## src/rtl/bubble_pkg.sv

```systemverilog
// Shared types and sizing for the bubble memory access sequencer.
package bubble_pkg;

  localparam int LOOP_LENGTH_DEF = 2048;
  localparam int PAGE_BITS_DEF   = 512;
  localparam int POS_W           = 11;

  typedef enum logic [2:0] {
    ST_IDLE,
    ST_SEEK,
    ST_REPLICATE,
    ST_READ,
    ST_STOP
  } seq_state_t;

  // Position index advances one step, wrapping at the end of the minor loop.
  function automatic logic [POS_W-1:0] pos_next(input logic [POS_W-1:0] pos,
                                                input int loop_len);
    return (pos == POS_W'(loop_len - 1)) ? '0 : pos + 1'b1;
  endfunction

endpackage

```

## src/rtl/bubble_access_sequencer_if.sv

```systemverilog
// Host request, timing-generator and bubble-control signals of the access sequencer.
interface bubble_access_sequencer_if;
  import bubble_pkg::*;

  logic             start;
  logic             abort;
  logic [POS_W-1:0] target_page;
  logic             bootloop_mode;
  logic             position_change;
  logic             bubble_data_out_clock;
  logic             bubble_data_in;
  logic             coil_enable;
  logic             bubble_shift_enable;
  logic             replicator_enable;
  logic             bootloop_enable;
  logic             busy;
  logic [7:0]       data_byte;
  logic             data_valid;
  logic [POS_W-1:0] current_position;

  modport master (
    output start, abort, target_page, bootloop_mode,
    output position_change, bubble_data_out_clock, bubble_data_in, coil_enable,
    input  bubble_shift_enable, replicator_enable, bootloop_enable, busy,
    input  data_byte, data_valid, current_position
  );

  modport slave (
    input  start, abort, target_page, bootloop_mode,
    input  position_change, bubble_data_out_clock, bubble_data_in, coil_enable,
    output bubble_shift_enable, replicator_enable, bootloop_enable, busy,
    output data_byte, data_valid, current_position
  );

endinterface

```

## src/rtl/sync_edge_detect.sv

```systemverilog
// Two-flop synchronizer for timing-generator inputs; optionally emits a one-cycle
// pulse on the rising edge of the synchronized level instead of the level itself.
module sync_edge_detect #(
  parameter bit EDGE_OUT = 1'b1
) (
  input  logic master_clock,
  input  logic master_reset,
  input  logic din,
  output logic dout
);

  logic [1:0] sync_q;

  always_ff @(posedge master_clock or posedge master_reset) begin
    if (master_reset) sync_q <= '0;
    else              sync_q <= {sync_q[0], din};
  end

  generate
    if (EDGE_OUT) begin : g_edge
      logic prev_q;
      always_ff @(posedge master_clock or posedge master_reset) begin
        if (master_reset) prev_q <= 1'b0;
        else              prev_q <= sync_q[1];
      end
      assign dout = sync_q[1] & ~prev_q;
    end else begin : g_level
      assign dout = sync_q[1];
    end
  endgenerate

endmodule

```

## src/rtl/bubble_access_sequencer.sv

```systemverilog
// Sequences a bubble memory page read: seek to position, replicate, deserialise, stop.
//
// state     | meaning
// ----------+---------------------------------------------------------
// IDLE      | waiting for start; bubble controls released
// SEEK      | shifting until the tracked position reaches the target
// REPLICATE | replicator active for one position period
// READ      | shifting detector bits into bytes until a page is read
// STOP      | controls released, waiting for the coils to stop
module bubble_access_sequencer
  import bubble_pkg::*;
#(
  parameter int LOOP_LENGTH = LOOP_LENGTH_DEF,
  parameter int PAGE_BITS   = PAGE_BITS_DEF
) (
  input  logic                      master_clock,
  input  logic                      master_reset,
  bubble_access_sequencer_if.slave  bus
);

  localparam int              CNT_W    = $clog2(PAGE_BITS) + 1;
  localparam logic [CNT_W-1:0] LAST_BIT = CNT_W'(PAGE_BITS - 1);

  logic pos_rise, dclk_rise, din_sync, coil_sync;

  sync_edge_detect #(.EDGE_OUT(1'b1)) u_sync_pos (
    .master_clock(master_clock), .master_reset(master_reset),
    .din(bus.position_change), .dout(pos_rise));
  sync_edge_detect #(.EDGE_OUT(1'b1)) u_sync_dclk (
    .master_clock(master_clock), .master_reset(master_reset),
    .din(bus.bubble_data_out_clock), .dout(dclk_rise));
  sync_edge_detect #(.EDGE_OUT(1'b0)) u_sync_din (
    .master_clock(master_clock), .master_reset(master_reset),
    .din(bus.bubble_data_in), .dout(din_sync));
  sync_edge_detect #(.EDGE_OUT(1'b0)) u_sync_coil (
    .master_clock(master_clock), .master_reset(master_reset),
    .din(bus.coil_enable), .dout(coil_sync));

  seq_state_t       state_q, state_d;
  logic [POS_W-1:0] pos_q, pos_inc, target_q;
  logic             boot_q;
  logic [7:0]       shreg_q, data_byte_q;
  logic [CNT_W-1:0] bit_cnt_q;
  logic             byte_done_q, data_valid_q;
  logic             load_req, enter_read, capture;

  assign pos_inc = pos_next(pos_q, LOOP_LENGTH);

  always_ff @(posedge master_clock or posedge master_reset) begin
    if (master_reset) state_q <= ST_IDLE;
    else              state_q <= state_d;
  end

  always_comb begin
    state_d    = state_q;
    load_req   = 1'b0;
    enter_read = 1'b0;
    capture    = 1'b0;
    case (state_q)
      ST_IDLE: begin
        if (bus.start && !bus.abort) begin
          load_req = 1'b1;
          state_d  = (pos_q == bus.target_page) ? ST_REPLICATE : ST_SEEK;
        end
      end
      ST_SEEK: begin
        if (bus.abort)                              state_d = ST_STOP;
        else if (pos_rise && pos_inc == target_q)   state_d = ST_REPLICATE;
      end
      ST_REPLICATE: begin
        if (bus.abort) state_d = ST_STOP;
        else if (pos_rise) begin
          state_d    = ST_READ;
          enter_read = 1'b1;
        end
      end
      ST_READ: begin
        if (bus.abort) state_d = ST_STOP;
        else if (dclk_rise) begin
          capture = 1'b1;
          if (bit_cnt_q == LAST_BIT) state_d = ST_STOP;
        end
      end
      ST_STOP: begin
        if (coil_sync) state_d = ST_IDLE;
      end
      default: state_d = ST_IDLE;
    endcase
  end

  // Byte completion is flagged at the capturing edge and published one cycle later,
  // so an abort arriving after the eighth bit cannot cancel an already complete byte.
  always_ff @(posedge master_clock or posedge master_reset) begin
    if (master_reset) begin
      pos_q        <= '0;
      target_q     <= '0;
      boot_q       <= 1'b0;
      shreg_q      <= '0;
      bit_cnt_q    <= '0;
      byte_done_q  <= 1'b0;
      data_byte_q  <= '0;
      data_valid_q <= 1'b0;
    end else begin
      byte_done_q  <= 1'b0;
      data_valid_q <= 1'b0;
      if (pos_rise) pos_q <= pos_inc;
      if (load_req) begin
        target_q <= bus.target_page;
        boot_q   <= bus.bootloop_mode;
      end
      if (enter_read) begin
        shreg_q   <= '0;
        bit_cnt_q <= '0;
      end else if (capture) begin
        shreg_q     <= {shreg_q[6:0], din_sync};
        bit_cnt_q   <= bit_cnt_q + 1'b1;
        byte_done_q <= (bit_cnt_q[2:0] == 3'd7);
      end
      if (byte_done_q) begin
        data_byte_q  <= shreg_q;
        data_valid_q <= 1'b1;
      end
    end
  end

  assign bus.busy                = (state_q != ST_IDLE);
  assign bus.bubble_shift_enable = !(state_q == ST_SEEK || state_q == ST_REPLICATE ||
                                     state_q == ST_READ);
  assign bus.replicator_enable   = (state_q != ST_REPLICATE);
  assign bus.bootloop_enable     = boot_q && (state_q != ST_IDLE);
  assign bus.data_byte           = data_byte_q;
  assign bus.data_valid          = data_valid_q;
  assign bus.current_position    = pos_q;

endmodule

```

## src/flat_wrapper.sv

```systemverilog
// flat-port wrapper written by rule: the top's interface ports become plain ports
module bubble_access_sequencer_flat import bubble_pkg::*;
#(
  parameter int LOOP_LENGTH = LOOP_LENGTH_DEF,
  parameter int PAGE_BITS   = PAGE_BITS_DEF
)
  (master_clock, master_reset, bus_start, bus_abort, bus_target_page, bus_bootloop_mode, bus_position_change, bus_bubble_data_out_clock, bus_bubble_data_in, bus_coil_enable, bus_bubble_shift_enable, bus_replicator_enable, bus_bootloop_enable, bus_busy, bus_data_byte, bus_data_valid, bus_current_position);
  bubble_access_sequencer_if bus_i ();
  input  logic master_clock;
  input  logic master_reset;
  input wire logic [$bits(bus_i.start)-1:0] bus_start;
  input wire logic [$bits(bus_i.abort)-1:0] bus_abort;
  input wire logic [$bits(bus_i.target_page)-1:0] bus_target_page;
  input wire logic [$bits(bus_i.bootloop_mode)-1:0] bus_bootloop_mode;
  input wire logic [$bits(bus_i.position_change)-1:0] bus_position_change;
  input wire logic [$bits(bus_i.bubble_data_out_clock)-1:0] bus_bubble_data_out_clock;
  input wire logic [$bits(bus_i.bubble_data_in)-1:0] bus_bubble_data_in;
  input wire logic [$bits(bus_i.coil_enable)-1:0] bus_coil_enable;
  output wire logic [$bits(bus_i.bubble_shift_enable)-1:0] bus_bubble_shift_enable;
  output wire logic [$bits(bus_i.replicator_enable)-1:0] bus_replicator_enable;
  output wire logic [$bits(bus_i.bootloop_enable)-1:0] bus_bootloop_enable;
  output wire logic [$bits(bus_i.busy)-1:0] bus_busy;
  output wire logic [$bits(bus_i.data_byte)-1:0] bus_data_byte;
  output wire logic [$bits(bus_i.data_valid)-1:0] bus_data_valid;
  output wire logic [$bits(bus_i.current_position)-1:0] bus_current_position;
  assign bus_i.start = bus_start;
  assign bus_i.abort = bus_abort;
  assign bus_i.target_page = bus_target_page;
  assign bus_i.bootloop_mode = bus_bootloop_mode;
  assign bus_i.position_change = bus_position_change;
  assign bus_i.bubble_data_out_clock = bus_bubble_data_out_clock;
  assign bus_i.bubble_data_in = bus_bubble_data_in;
  assign bus_i.coil_enable = bus_coil_enable;
  assign bus_bubble_shift_enable = bus_i.bubble_shift_enable;
  assign bus_replicator_enable = bus_i.replicator_enable;
  assign bus_bootloop_enable = bus_i.bootloop_enable;
  assign bus_busy = bus_i.busy;
  assign bus_data_byte = bus_i.data_byte;
  assign bus_data_valid = bus_i.data_valid;
  assign bus_current_position = bus_i.current_position;
  bubble_access_sequencer #(.LOOP_LENGTH(LOOP_LENGTH), .PAGE_BITS(PAGE_BITS)) u_core (.master_clock(master_clock), .master_reset(master_reset), .bus(bus_i));
endmodule
```

## config.mk

```make
export PLATFORM = sky130hd
export DESIGN_NAME = bubble_access_sequencer_flat
export DESIGN_NICKNAME = d
export VERILOG_FILES = /design/src/rtl/bubble_pkg.sv /design/src/rtl/bubble_access_sequencer_if.sv /design/src/rtl/sync_edge_detect.sv /design/src/rtl/bubble_access_sequencer.sv /design/src/flat_wrapper.sv
export SDC_FILE = /design/constraint.sdc
export NUM_CORES = 1
export LEC_CHECK = 0
export CAP_MARGIN = 20
export CORE_AREA = 3 3 93 68
export DETAILED_ROUTE_END_ITERATION = 8
export DIE_AREA = 0 0 96 71
export HOLD_SLACK_MARGIN = 0.06
export PLACE_DENSITY = 0.8
export SYNTH_ARGS = -nofsm -noshare
export SYNTH_HDL_FRONTEND = slang
export SYNTH_SLANG_ARGS = --single-unit
```

## constraint.sdc

```tcl
create_clock -name master_clock -period 4 [get_ports master_clock]
set_clock_uncertainty 0.1 [all_clocks]
set_input_delay 0.8 -clock master_clock [delete_from_list [all_inputs] [get_ports master_clock]]
set_output_delay 0.8 -clock master_clock [all_outputs]
set_load 0.1 [all_outputs]
```

==> impl_metrics.csv, run 1 <==
group,metric,value,unit
outcome,status,"completed",
detailed_routing,vias,2442,
layout,design.seq.count,64,
timing,tightest_slew,971,ps
grt,overflow,0,
timing,relSlewSlack,0.351,
floorplanning,ioPinCount,44,
synth,synth_warnings,0,
grt,grt_first_pass_wirelength,11500,µm
power_and_ir_drop,ir_drop,0.394,mV
critical_path,crit_path_max_fanout,9,
synth,topCombFamilyByArea,"simple AND/OR/NAND/NOR gates",
synth,ys_sh_xor,0.0869,
timing,rsz0062_at_grt,"false",
critical_path,arrival,2340,ps
power_and_ir_drop,combinationalPower,897,µW
synth,synth_area_leader_cell,"dfrtp_1",
critical_path,crit_slowest_cell,"clkdlybuf4s50_1",
place,dp_slack,1080,ps
cts,cts_hold_buf,0,
power_and_ir_drop,p_int,1350,µW
layout,diodes,0,
timing,maxSlewViolCount,0,
layout,final_common_cell,"dfrtp_1",
layout,num-nonclk-buffers,47,
synth,synthesis.area,3230,µm²
timing,fmax,309,MHz
critical_path,crit_path_start_kind,"register",
synth,syn_area_per_cell,10.9,µm²
synth,ys_ff,64,
place,post_dp_cell_area,3660,µm²
cts,cts_made_buffers,9,
cts,path_clk_slew,70,ps
floorplanning,nWellTaps,75,
timing,fin_hold_ws,238,ps
power_and_ir_drop,leakagePower,0.00160,µW
synth,yosys_cells,295,
run,cap_violations,0,
critical_path,path_buffers,1,
cts,clk_path_buf_depth,2,
critical_path,critical_path_class,"register to output port",
grt,grt_pass1_vias,2365,
layout,drive_above_1_share,0.137,
critical_path,rr_worst_depth,8,
floorplanning,die_area,6820,µm²
critical_path,crit_end,"bus_bootloop_enable",
detailed_routing,drtAntennaViolNets,0,
synth,fp_nets,318,
power_and_ir_drop,p_sw_frac,0.424,
synth,synth_cells,295,
detailed_routing,drcViolationCount,0,
layout,dominant_cells,"registers",
critical_path,reg2reg_to,"u_core.state_q[1]",
detailed_routing,drt_iter0_drc,276,
timing,setup_tns,0,ps
grt,grt_usage,0.223,
layout,buffer_area_frac,0.119,
place,io_buffer_count,43,
timing,fin_crit,3240,ps
floorplanning,die_x,96,µm
place,dp.cells,401,
critical_path,r2r_setup_slack,1340,ps
synth,ys_sh_mux,0.0733,
floorplanning,core_area,5610,µm²
timing,period_used_share,0.809,
hold_path,min-delay-start,"u_core.u_sync_din.sync_q[0]",
critical_path,crit_cells,3,
power_and_ir_drop,p_per_area,613,nW/µm²
detailed_routing,drt_pass1_iterations,5,
hold_path,hold_depth,0,
cts,cts_resized,0,
layout,fillers,440,
detailed_routing,drt-total-wl,6870,µm
cts,htreeDepth,3,
hold_path,hold_class,"register to register",
critical_path,required,3100,ps
detailed_routing,wl_per_cell,16.5,µm
layout,seq_share,0.417,
critical_path,path_cells,"or3_1 > and2_1 > clkdlybuf4s50_1",
timing,fin_ws,764,ps
layout,final_cell_mix,"dfrtp_1, clkdlybuf4s50_1, nor2_1",
synth,fa_ha_area_frac,0.0116,
critical_path,cpPeakStageDelay,960,ps
critical_path,worst_setup_path_end_kind,"output port",
## run 1: flip-flops by register name, indices dropped and copies added (netlist names)
register and flops:
u_core.bit_cnt_q 10, u_core.boot_q 1, u_core.bus.current_position 11, u_core.bus.data_byte 8
u_core.bus.data_valid 1, u_core.byte_done_q 1, u_core.shreg_q 8, u_core.state_q 3
u_core.target_q 11, u_core.u_sync_coil.sync_q 2, u_core.u_sync_dclk.g_edge.prev_q 1, u_core.u_sync_dclk.sync_q 2
u_core.u_sync_din.sync_q 2, u_core.u_sync_pos.g_edge.prev_q 1, u_core.u_sync_pos.sync_q 2
## run 1: per-layer routing
layer,vias to the layer above,share of wire,track usage
met3,16,0.074,0.0553
li1,1148,-,-
met5,-,0,0
met4,0,0.015,0.0852
met2,97,0.44,0.303
met1,1181,0.47,0.341
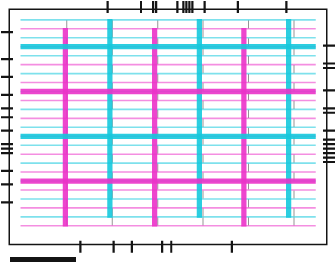
(run_1/pdn.png)
The bar under the picture is 20 µm long. Pins as bars on the die edge. Tap cells in gray.
Key: magenta = VSS; cyan = VDD
The core has 23 rows. 75 tap cells.

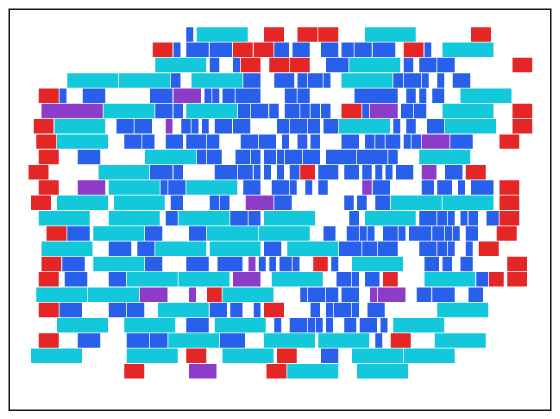
(run_1/cell_classes.png)
Key: red = other buffers and delay cells [cells 47, share of their area 12%]; cyan = flip-flops [cells 64, share of their area 43%]; purple = clock drivers and dummy loads [cells 16, share of their area 4.8%]; blue = all other logic [cells 215, share of their area 40%]

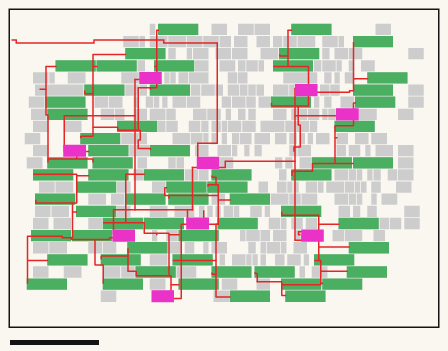
(run_1/clock_map.png)
The bar under the picture is 20 µm long.
Key: magenta = cells driving clock nets [count 9]; green = flip-flops [count 64]; red = clock wires [length 800 µm]
There are 10 routed clock nets. Position of the flops: all over the die.
Insertion Delay late pin: 340 ps
share of total power in the clock network: 0.222
clk pwr: 522 µW

==> run 1 -> run 2 <==
- CORE_AREA: 3 3 93 68 -> 3 3 101 74
- DIE_AREA: 0 0 96 71 -> 0 0 104 77
- PLACE_DENSITY: 0.8 -> 0.72
- clock period: 4 -> 2.7 ns (I/O delays scaled with it)
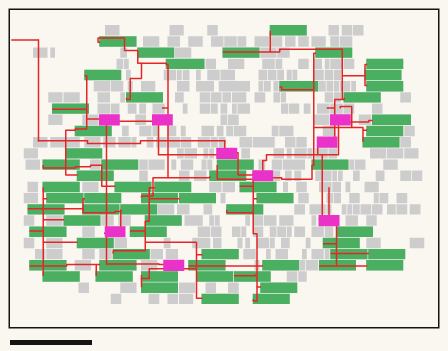
(run_2/clock_map.png)
The bar under the picture is 20 µm long.
Key: magenta = cells driving clock nets [count 9]; red = clock wires [length 865 µm]; green = flip-flops [count 64]
Position of the flops: all over the die. There are 10 routed clock nets.

==> run 2 against run 1 <==
Net effect:
- utilization fell by 9.6 points
- sequential cell count did not move
- count of clock-buffer cells in the layout down 4
- worst hold slack improved by 14 ps
- synthesized cell count unchanged
- critical path depth increased by 3
- sequential share of layout area down 0.59 points
- non-clock buffer count up 11
- setup slack got worse by 510 ps
- clock power grew 45%
- via count decreased by 1.8%
- largest power group is now combinational logic
- critical endpoint is now u_core.state_q[1]
==> impl_metrics.csv, run 2 <==
group,metric,value,unit
outcome,status,"completed",
grt,antenna_found_initial,0,
timing,fin_hold_ws,253,ps
synth,synth_top_cell_by_count,"dfrtp_1",
power_and_ir_drop,p_total,3510,µW
timing,rsz0062_at_grt,"false",
layout,final_common_cell,"dfrtp_1",
critical_path,cpPeakStageDelay,630,ps
timing,relSlewSlack,0.472,
hold_path,hold_class,"register to register",
hold_path,hold_depth,0,
synth,synth_area_leader_cell,"dfrtp_1",
critical_path,r2r_setup_slack,250,ps
cts,cts_made_buffers,9,
critical_path,arrival,2590,ps
timing,tightest_slew,791,ps
critical_path,crit_end,"u_core.state_q[1]",
critical_path,path_cells,"nand4_1 > or4_1 > a21oi_1 > a2bb2oi_2 > nor3_1 > a21o_1",
timing,setup_tns,0,ps
synth,edf_count,0,
critical_path,path_buffers,0,
grt,busiest_layer,"met1",
power_and_ir_drop,power_frac_seq,0.382,
hold_path,min-delay-start,"u_core.u_sync_din.sync_q[0]",
detailed_routing,drt_pass1_iterations,4,
place,dp.cells,431,
critical_path,reg2reg_to,"u_core.state_q[1]",
critical_path,crit_slowest_cell,"dfrtp_1",
place,dp_hpwl,5240,µm
cts,cts_hold_buf,0,
timing,fin_crit,2450,ps
floorplanning,die_area,8010,µm²
critical_path,crit_cells,6,
floorplanning,core_area,6630,µm²
power_and_ir_drop,ir_drop,0.749,mV
critical_path,required,2840,ps
synth,synth_cells,295,
power_and_ir_drop,combPwrFrac,0.403,
run,cap_violations,0,
critical_path,critPathLaunch,"u_core.bus.current_position[3]",
synth,syn_area_per_cell,10.9,µm²
cts,cts_resized,0,
grt,grt_pass1_vias,2310,
timing,maxSlewViolCount,0,
critical_path,crit_path_max_fanout,12,
grt,grt_util_met1,0.297,
place,io_buffer_count,43,
synth,ys_async_sr_fraction,1.00,
cts,htreeDepth,3,
place,post_dp_cell_area,3720,µm²
power_and_ir_drop,leakagePower,0.00170,µW
timing,fmax,408,MHz
detailed_routing,drcViolationCount,0,
cts,insertion_delay,340,ps
synth,synth_warnings,0,
cts,clock-sinks,64,
layout,final_cell_mix,"dfrtp_1, buf_4, nor2_1",
critical_path,rr_worst_depth,6,
layout,drive_above_1_share,0.252,
power_and_ir_drop,p_per_area,900,nW/µm²
grt,met3_usage,0.0597,
grt,grt_first_pass_wirelength,12100,µm
detailed_routing,vias,2399,
synth,synth_top_area_share,0.497,
synth,synthesis.area,3230,µm²
detailed_routing,wl_per_cell,15.9,µm
detailed_routing,drtAntennaViolNets,0,
grt,met2_usage,0.250,
layout,diodes,0,
place,dp_slack,177,ps
cts,clk_path_buf_depth,2,
synth,ys_ff,64,
power_and_ir_drop,pg_clk,756,µW
critical_path,worst_setup_path_end_kind,"register",
floorplanning,ioPinCount,44,
timing,fin_ws,251,ps
timing,period_used_share,0.907,
synth,fp_nets,318,
floorplanning,die_x,104,µm
synth,yosys_cells,295,
detailed_routing,drt_iter0_drc,169,
power_and_ir_drop,p_clk_frac,0.215,
power_and_ir_drop,p_int,1950,µW
critical_path,critical_path_class,"register to register",
critical_path,crit_path_start_kind,"register",
detailed_routing,drt-total-wl,7100,µm
cts,path_clk_slew,80,ps
power_and_ir_drop,p_sw_frac,0.443,
power_and_ir_drop,combinationalPower,1410,µW
grt,grt_usage,0.191,
grt,overflow,0,
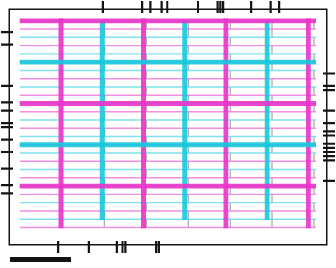
(run_2/pdn.png)
The bar under the picture is 20 µm long. Pins as bars on the die edge. Tap cells in gray.
Key: cyan = VDD; magenta = VSS
7 straps on met4. 44 signal pins sit on the boundary. 94 tap cells. 5 straps on met5.

## run 2: cell counts after synthesis
Identical to the previous run, type by type.
## run 2: cell type report
class,count,area [µm²]
Fill cell,586,2730
Sequential cell,64,1610
Multi-Input combinational cell,207,1470
Timing Repair Buffer,58,495
Clock buffer,9,124
Tap cell,94,118
Clock inverter,7,55.1
Inverter,8,30.0
## run 2: cells by family after synthesis
kind of cell    count (synthesis)  share of synthesized area
compound gates                 53                      0.118
buf+inv                        24                     0.0469
xor+xnor                       32                     0.0869
fa+ha+maj                       3                     0.0116
mux                            21                     0.0733
flops                          64                      0.497
simple gates                   98                      0.167
## run 2: layer usage
layer / wire length, µm / vias to the layer above
li1: - / 1165
met1: 3630 / 1152
met2: 2830 / 75
met3: 565 / 7
met4: 74 / 0
met5: 0 / -
==> run 2 -> run 3 <==
--- a/config.mk
+++ b/config.mk
@@ -11,2 +11,3 @@
 export DIE_AREA = 0 0 104 77
+export GPL_ROUTABILITY_DRIVEN = 1
 export HOLD_SLACK_MARGIN = 0.06
==> constraint.sdc (replaced) <==
create_clock -name master_clock -period 2.7 [get_ports master_clock]
set_clock_uncertainty 0.1 [all_clocks]
set_input_delay 0.27 -clock master_clock [delete_from_list [all_inputs] [get_ports master_clock]]
set_output_delay 0.27 -clock master_clock [all_outputs]
set_load 0.02 [all_outputs]
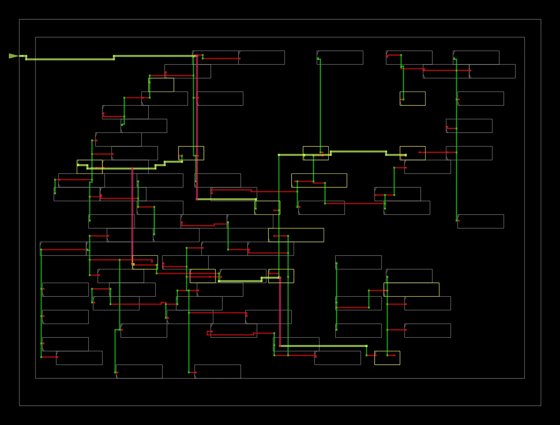
(run_3/final_clocks.png)
clock sinks: 64
clk pwr: 1010 µW

==> run 3 against run 2 <==
Net effect:
- count of clock-buffer cells in the layout rose by 2
- utilization rose by 1.3 points
- register-to-register slack got worse by 100 ps
- sequential cell count did not move
- wire length fell by 0.51%
- critical path type unchanged
- largest power group is now registers
==> impl_metrics.csv, run 3 <==
group,metric,value,unit
cts,cts_made_buffers,9,
grt,grt_pass1_vias,2309,
place,dp_hpwl,5140,µm
cts,path_clk_slew,70,ps
critical_path,worst_setup_path_end_kind,"register",
synth,ys_ff,64,
outcome,status,"completed",
synth,yosys_cells,295,
critical_path,arrival,2670,ps
detailed_routing,drcViolationCount,0,
timing,period_used_share,0.945,
power_and_ir_drop,p_per_area,845,nW/µm²
critical_path,r2r_setup_slack,150,ps
critical_path,crit_slowest_cell,"or4_1",
detailed_routing,drtAntennaViolNets,0,
cts,clk_path_buf_depth,2,
synth,syn_area_per_cell,10.9,µm²
layout,diodes,0,
timing,maxSlewViolCount,0,
critical_path,crit_cells,7,
layout,nClkBuffers,11,
grt,grt_util_met1,0.293,
critical_path,crit_end,"u_core.state_q[0]",
grt,antenna_found_initial,0,
layout,logic_gate_count,207,
critical_path,crit_path_max_fanout,9,
synth,synth_warnings,0,
grt,met2_usage,0.237,
detailed_routing,wl_per_cell,16.0,µm
detailed_routing,wl_met3,625,µm
synth,synthesis.area,3230,µm²
layout,final_cell_mix,"dfrtp_1, clkdlybuf4s50_1, nor2_1",
timing,setup_tns,0,ps
power_and_ir_drop,leakagePower,0.00168,µW
layout,buffer_area_frac,0.132,
synth,synth_cells,295,
power_and_ir_drop,ir_drop,0.486,mV
layout,final_common_cell,"dfrtp_1",
layout,design.seq.count,64,
place,dp.cells,427,
synth,edf_count,0,
hold_path,hold_class,"primary input to asynchronous set/reset pin",
detailed_routing,drt_iter0_drc,150,
cts,insertion_delay,340,ps
layout,dominant_cells,"registers",
power_and_ir_drop,combPwrFrac,0.308,
grt,grt_usage,0.188,
floorplanning,nWellTaps,94,
layout,final-clk-cell-share,0.0605,
layout,seq_share,0.402,
critical_path,required,2820,ps
floorplanning,ioPinCount,44,
power_and_ir_drop,p_sw_frac,0.322,
power_and_ir_drop,combinationalPower,1040,µW
place,io_buffer_count,43,
timing,rsz0062_at_grt,"false",
floorplanning,core_area,6630,µm²
detailed_routing,drt_pass1_iterations,5,
place,dp_slack,180,ps
layout,comb_area,1470,µm²
layout,comb_share,0.369,
grt,busiest_layer,"met1",
detailed_routing,drt-total-wl,7060,µm
floorplanning,die_area,8010,µm²
layout,inverters_excl_clock,8,
critical_path,crit_path_start_kind,"register",
grt,overflow,0,
synth,synth_top_cell_by_count,"dfrtp_1",
timing,tightest_slew,729,ps
power_and_ir_drop,power_frac_seq,0.393,
cts,cts_resized,0,
synth,flop_cell,"dfrtp_1",
run,cap_violations,0,
synth,synth_top_area_share,0.497,
layout,fillers,558,
power_and_ir_drop,p_total,3370,µW
floorplanning,dieHeight,77,µm
cts,htreeDepth,3,
floorplanning,die_x,104,µm
layout,num-nonclk-buffers,54,
layout,ff_latch_area,1600,µm²
power_and_ir_drop,p_int,2290,µW
timing,fmax,392,MHz
layout,nNetsFinal,367,
critical_path,critPathLaunch,"u_core.bus.current_position[0]",
detailed_routing,vias,2432,
critical_path,path_buffers,0,
grt,met3_usage,0.0690,
critical_path,cpPeakStageDelay,540,ps
power_and_ir_drop,p_clk_frac,0.299,
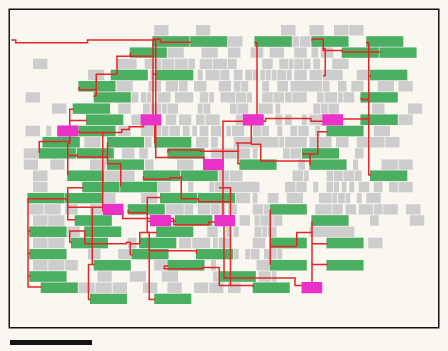
(run_3/clock_map.png)
The bar under the picture is 20 µm long.
Key: magenta = cells driving clock nets [count 9]; red = clock wires [length 837 µm]; green = flip-flops [count 64]
Position of the flops: all over the die. There are 10 routed clock nets.

[run 3: netlist changes by cell type in the layout (fill, tap and decap cells not counted), sizes merged]
cell           before  now
buf                39   11
clkdlybuf4s50      19   43
clkinvlp            2    0
bufinv              0    3
inv                11    8
clkbuf              9   11
clkinv              2    0
[run 3: logic make-up after synthesis]
kind of cell	after synthesis	synth area share
buffers and inverters	24	0.0469
AND-OR/OR-AND	53	0.118
adder cells (fa/ha/maj)	3	0.0116
AND/OR/NAND/NOR	98	0.167
XOR/XNOR	32	0.0869
flip-flops	64	0.497
multiplexers	21	0.0733
[run 3: per-stage QoR]
stage	util	hold WS, ps
after floorplan	-	201
after global placement	0.565	233
after detailed placement	0.565	235
after CTS	0.602	244
after global routing	0.602	257
final	0.602	227
No activity file was given, so power comes from the tool's default toggle rates.
